**config.mk**
```make
export PLATFORM = sky130hd
export DESIGN_NAME = key_onehot_capture
export DESIGN_NICKNAME = d
export VERILOG_FILES = /design/src/rtl/key_onehot_capture_pkg.sv /design/src/rtl/key_onehot_capture_sync2ff.sv /design/src/rtl/key_onehot_capture.sv
export SDC_FILE = /design/constraint.sdc
export NUM_CORES = 1
export LEC_CHECK = 0
export CELL_PAD_IN_SITES_DETAIL_PLACEMENT = 1
export CELL_PAD_IN_SITES_GLOBAL_PLACEMENT = 1
export CORE_UTILIZATION = 39
export CTS_CLUSTER_SIZE = 30
export DETAILED_ROUTE_END_ITERATION = 8
export PLACE_DENSITY_LB_ADDON = 0.08
export SLEW_MARGIN = 40
export SYNTH_ARGS = -nofsm -noshare
export SYNTH_HDL_FRONTEND = slang
export SYNTH_SLANG_ARGS = --single-unit
```
**constraint.sdc**
```tcl
create_clock -name clk -period 2.09 [get_ports clk]
set_input_delay 0.627 -clock clk [delete_from_list [all_inputs] [get_ports clk]]
set_output_delay 0.627 -clock clk [all_outputs]
set_load 0.005 [all_outputs]
```
**src/rtl/key_onehot_capture_pkg.sv**
```systemverilog
// -----------------------------------------------------------------------------
// key_onehot_capture_pkg
// Shared definitions for the key capture front end of the 8-3 encoder:
//   KEY_W       - number of key lines (D7..D0)
//   keyState_t  - capture FSM states (IDLE, DEBOUNCE, HOLD, RELEASE)
// -----------------------------------------------------------------------------
package key_onehot_capture_pkg;

    localparam int KEY_W = 8;

    typedef enum logic [1:0] {
        ST_IDLE     = 2'd0,
        ST_DEBOUNCE = 2'd1,
        ST_HOLD     = 2'd2,
        ST_RELEASE  = 2'd3
    } keyState_t;

endpackage

```
**src/rtl/key_onehot_capture_sync2ff.sv**
```systemverilog
// -----------------------------------------------------------------------------
// key_onehot_capture_sync2ff
// Two-flop synchroniser, one independent chain per bit.
// Ports:
//   clk    in  1      destination clock
//   rst    in  1      asynchronous active-high reset (clears both stages)
//   async  in  WIDTH  lines asynchronous to clk
//   sync   out WIDTH  synchronised copy, two clk cycles behind
// -----------------------------------------------------------------------------
module key_onehot_capture_sync2ff #(
    parameter int WIDTH = 8
) (
    input  logic             clk,
    input  logic             rst,
    input  logic [WIDTH-1:0] async,
    output logic [WIDTH-1:0] sync
);

    logic [WIDTH-1:0] meta;

    always_ff @(posedge clk or posedge rst) begin
        if (rst) begin
            meta <= '0;
            sync <= '0;
        end else begin
            meta <= async;
            sync <= meta;
        end
    end

endmodule

```
**src/rtl/key_onehot_capture.sv**
```systemverilog
// -----------------------------------------------------------------------------
// key_onehot_capture
// Synchronises and debounces 8 raw active-high key lines and accepts exactly
// one single-key press per press/release cycle. oData feeds the encoder's
// iData[7:0] directly.
// Parameters:
//   DEBOUNCE_CYCLES  cycles a key pattern must stay unchanged to be accepted (>=1)
// Ports:
//   clk     in   1  system clock, rising edge
//   rst     in   1  asynchronous active-high reset
//   iKey    in   8  raw key lines D7..D0, asynchronous to clk
//   oData   out  8  one-hot code of the last accepted key, 8'h00 until first accept
//   oValid  out  1  one-cycle pulse in the cycle oData updates
//   oBusy   out  1  high whenever the FSM is not idle
//   oErr    out  1  multi-key flag, present only with KEY_MULTI_ERR_EN defined
// Build option:
//   KEY_MULTI_ERR_EN  adds oErr; without it multi-key presses are dropped silently.
// -----------------------------------------------------------------------------
module key_onehot_capture
    import key_onehot_capture_pkg::*;
#(
    parameter int DEBOUNCE_CYCLES = 4
) (
    input  logic             clk,
    input  logic             rst,
    input  logic [KEY_W-1:0] iKey,
    output logic [KEY_W-1:0] oData,
    output logic             oValid,
    output logic             oBusy
`ifdef KEY_MULTI_ERR_EN
    ,
    output logic             oErr
`endif
);

    localparam int CNT_W = $clog2(DEBOUNCE_CYCLES + 1);
    localparam logic [CNT_W-1:0] CNT_LAST = CNT_W'(DEBOUNCE_CYCLES - 1);

    logic [KEY_W-1:0] ksync;
    logic [KEY_W-1:0] snapshot;
    logic [CNT_W-1:0] cnt;
    keyState_t        state;
    logic             snapOneHot;

    key_onehot_capture_sync2ff #(
        .WIDTH (KEY_W)
    ) uSync (
        .clk   (clk),
        .rst   (rst),
        .async (iKey),
        .sync  (ksync)
    );

    assign snapOneHot = (snapshot != '0) && ((snapshot & (snapshot - KEY_W'(1))) == '0);
    assign oBusy      = (state != ST_IDLE);

    // oData/oValid are loaded on the DEBOUNCE->HOLD edge so the strobe is
    // high exactly while the FSM sits in HOLD.
    always_ff @(posedge clk or posedge rst) begin
        if (rst) begin
            state    <= ST_IDLE;
            snapshot <= '0;
            cnt      <= '0;
            oData    <= '0;
            oValid   <= 1'b0;
`ifdef KEY_MULTI_ERR_EN
            oErr     <= 1'b0;
`endif
        end else begin
            oValid <= 1'b0;
            case (state)
                ST_IDLE: begin
                    if (ksync != '0) begin
                        snapshot <= ksync;
                        cnt      <= '0;
                        state    <= ST_DEBOUNCE;
                    end
                end

                ST_DEBOUNCE: begin
                    if (ksync == '0) begin
                        state <= ST_IDLE;
                    end else if (ksync != snapshot) begin
                        // Pattern moved: restart the stability window on the new one.
                        snapshot <= ksync;
                        cnt      <= '0;
                    end else if (cnt != CNT_LAST) begin
                        cnt <= cnt + CNT_W'(1);
                    end else begin
                        state <= ST_HOLD;
                        if (snapOneHot) begin
                            oData  <= snapshot;
                            oValid <= 1'b1;
`ifdef KEY_MULTI_ERR_EN
                            oErr   <= 1'b0;
                        end else begin
                            oErr   <= 1'b1;
`endif
                        end
                    end
                end

                ST_HOLD: begin
                    cnt   <= '0;
                    state <= ST_RELEASE;
                end

                ST_RELEASE: begin
                    // Any key still down restarts the release window; a key
                    // change while held never produces a second accept.
                    if (ksync != '0) begin
                        cnt <= '0;
                    end else if (cnt != CNT_LAST) begin
                        cnt <= cnt + CNT_W'(1);
                    end else begin
                        state <= ST_IDLE;
                    end
                end

                default: state <= ST_IDLE;
            endcase
        end
    end

endmodule

```
==> flow_summary.rst <==
Synthesis and place-and-route
=============================

.. list-table::
   :header-rows: 1

   * - Metric
     - Value
   * - Most Used Layer, Global Route
     - met2
   * - CP Data Required Time
     - between 2 and 2.5 ns
   * - Post-DP Area
     - between 2000 and 2500 µm²
   * - Hold WC Path Type
     - register to register
   * - Worst reg2reg endpoint
     - oData[2]
   * - Post-cts repair resize count
     - 14
   * - Wire length on met1
     - about 1500 µm
   * - Average wire per standard cell
     - around 16 µm
   * - Top library cells by usage in the layout, fill and taps aside
     - 36 x buf_4, 35 x dfrtp_1, 18 x clkdlybuf4s50_1
   * - Global-route usage over all layers
     - between 20% and 30%
   * - Fin crit period
     - approximately 2.3 ns
   * - Switching part of the total power
     - 20.6%
   * - Highest fanout seen on the critical path
     - 5
   * - Achievable Freq
     - ~440 MHz
   * - Combined area of all synthesized cells
     - approximately 1600 µm²
   * - P per Cell Area
     - around 720 nW/µm²
   * - Smallest setup slack after layout
     - -0.182 ns
   * - Arithmetic-cell share of the synthesized area counting full adders, half adders and majority gates
     - about 1.4%
   * - Tally of buffers added on design ports
     - 19
   * - # Cells Yosys
     - between 100 and 150
   * - Min-delay src
     - uSync.meta[7]
   * - Power consumption
     - approximately 1700 µW
   * - Part of the total power dissipated in combinational logic
     - approximately 9.2%
   * - Clock Pin Slew Worst Setup and Hold Paths
     - about 0.08 ns
   * - Met1 Usage GRT
     - 23.2%
   * - Overall overflow remaining after global route
     - 0
   * - Setup WS pre-CTS
     - -0.278 ns
   * - Syn-to-layout area delta
     - 51.2%
   * - Failing checks
     - negative setup slack
   * - Ao+oa area frac
     - between 7 and 8%
   * - Result of the run
     - complete, but fails checks
   * - Max-capacitance violation count
     - 0
   * - Critical Path Slowest Stage Cell
     - or4_4
   * - CTS tree
     - yes
   * - Initial antenna violation count
     - 0
   * - FF-to-FF path depth
     - 6
   * - Cells after DPL
     - approximately 210
   * - Non-Filler Cell Area, Final
     - around 2400 µm²
   * - H-tree depth
     - 2
   * - Drt via density
     - between 5 and 6
   * - Endpoints failing setup
     - 7
   * - Worst-Margin Slew
     - approximately 0.50 ns
   * - Mux share of post-synthesis cell area
     - 10.8%
**Floorplan with the power grid**

Scale: 8 px per µm. Pins as bars on the die edge. Tap cells in gray.
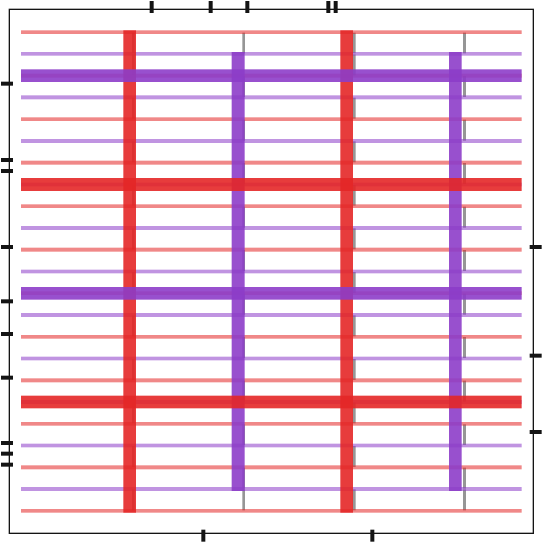
VDD: marked purple. VSS: marked red.
20 signal pins sit on the boundary. 4 straps on met5.
height of the chip: 65.3 µm
maximum vdd ir drop: 0.441 mV

**Placed cells, one color a class**

Scale: 8 px per µm. Fill, decap, tap and diode cells in gray.
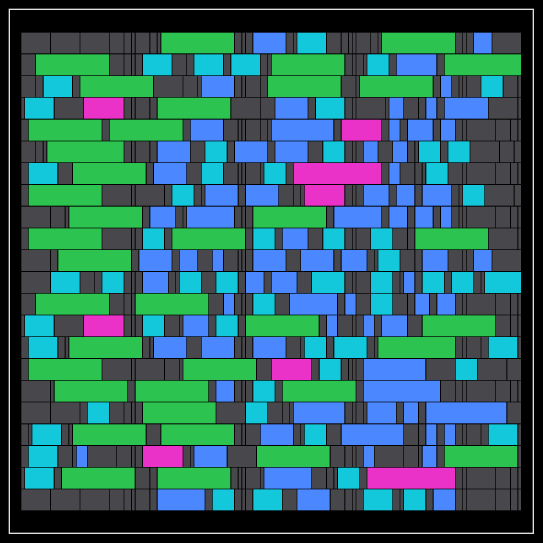
all other logic: marked blue, cells 76. clock drivers and dummy loads: marked magenta, cells 8. other buffers and delay cells: marked cyan, cells 57. flip-flops: marked green, cells 38.
sequential portion of the cell area: 40.4%
Placement Rows: 22
floorplan core area: 3740 µm²

**Clock distribution**

Scale: 6 px per µm.
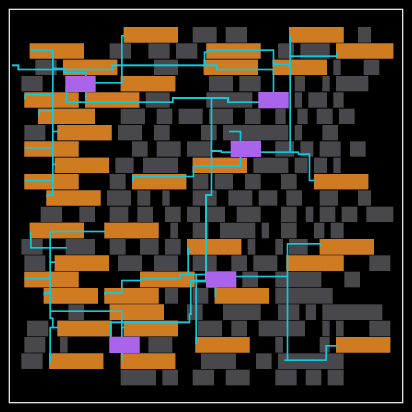
cells driving clock nets: marked purple, count 5. clock wires: marked cyan, length 483 µm. flip-flops: marked orange, count 38.
Position of the flops: widely spread.
power consumed by the clock network: 768 µW
largest clock skew in the final design: 0.00761 ns

Power figures rest on the tool's default switching activity, not on a simulated workload.
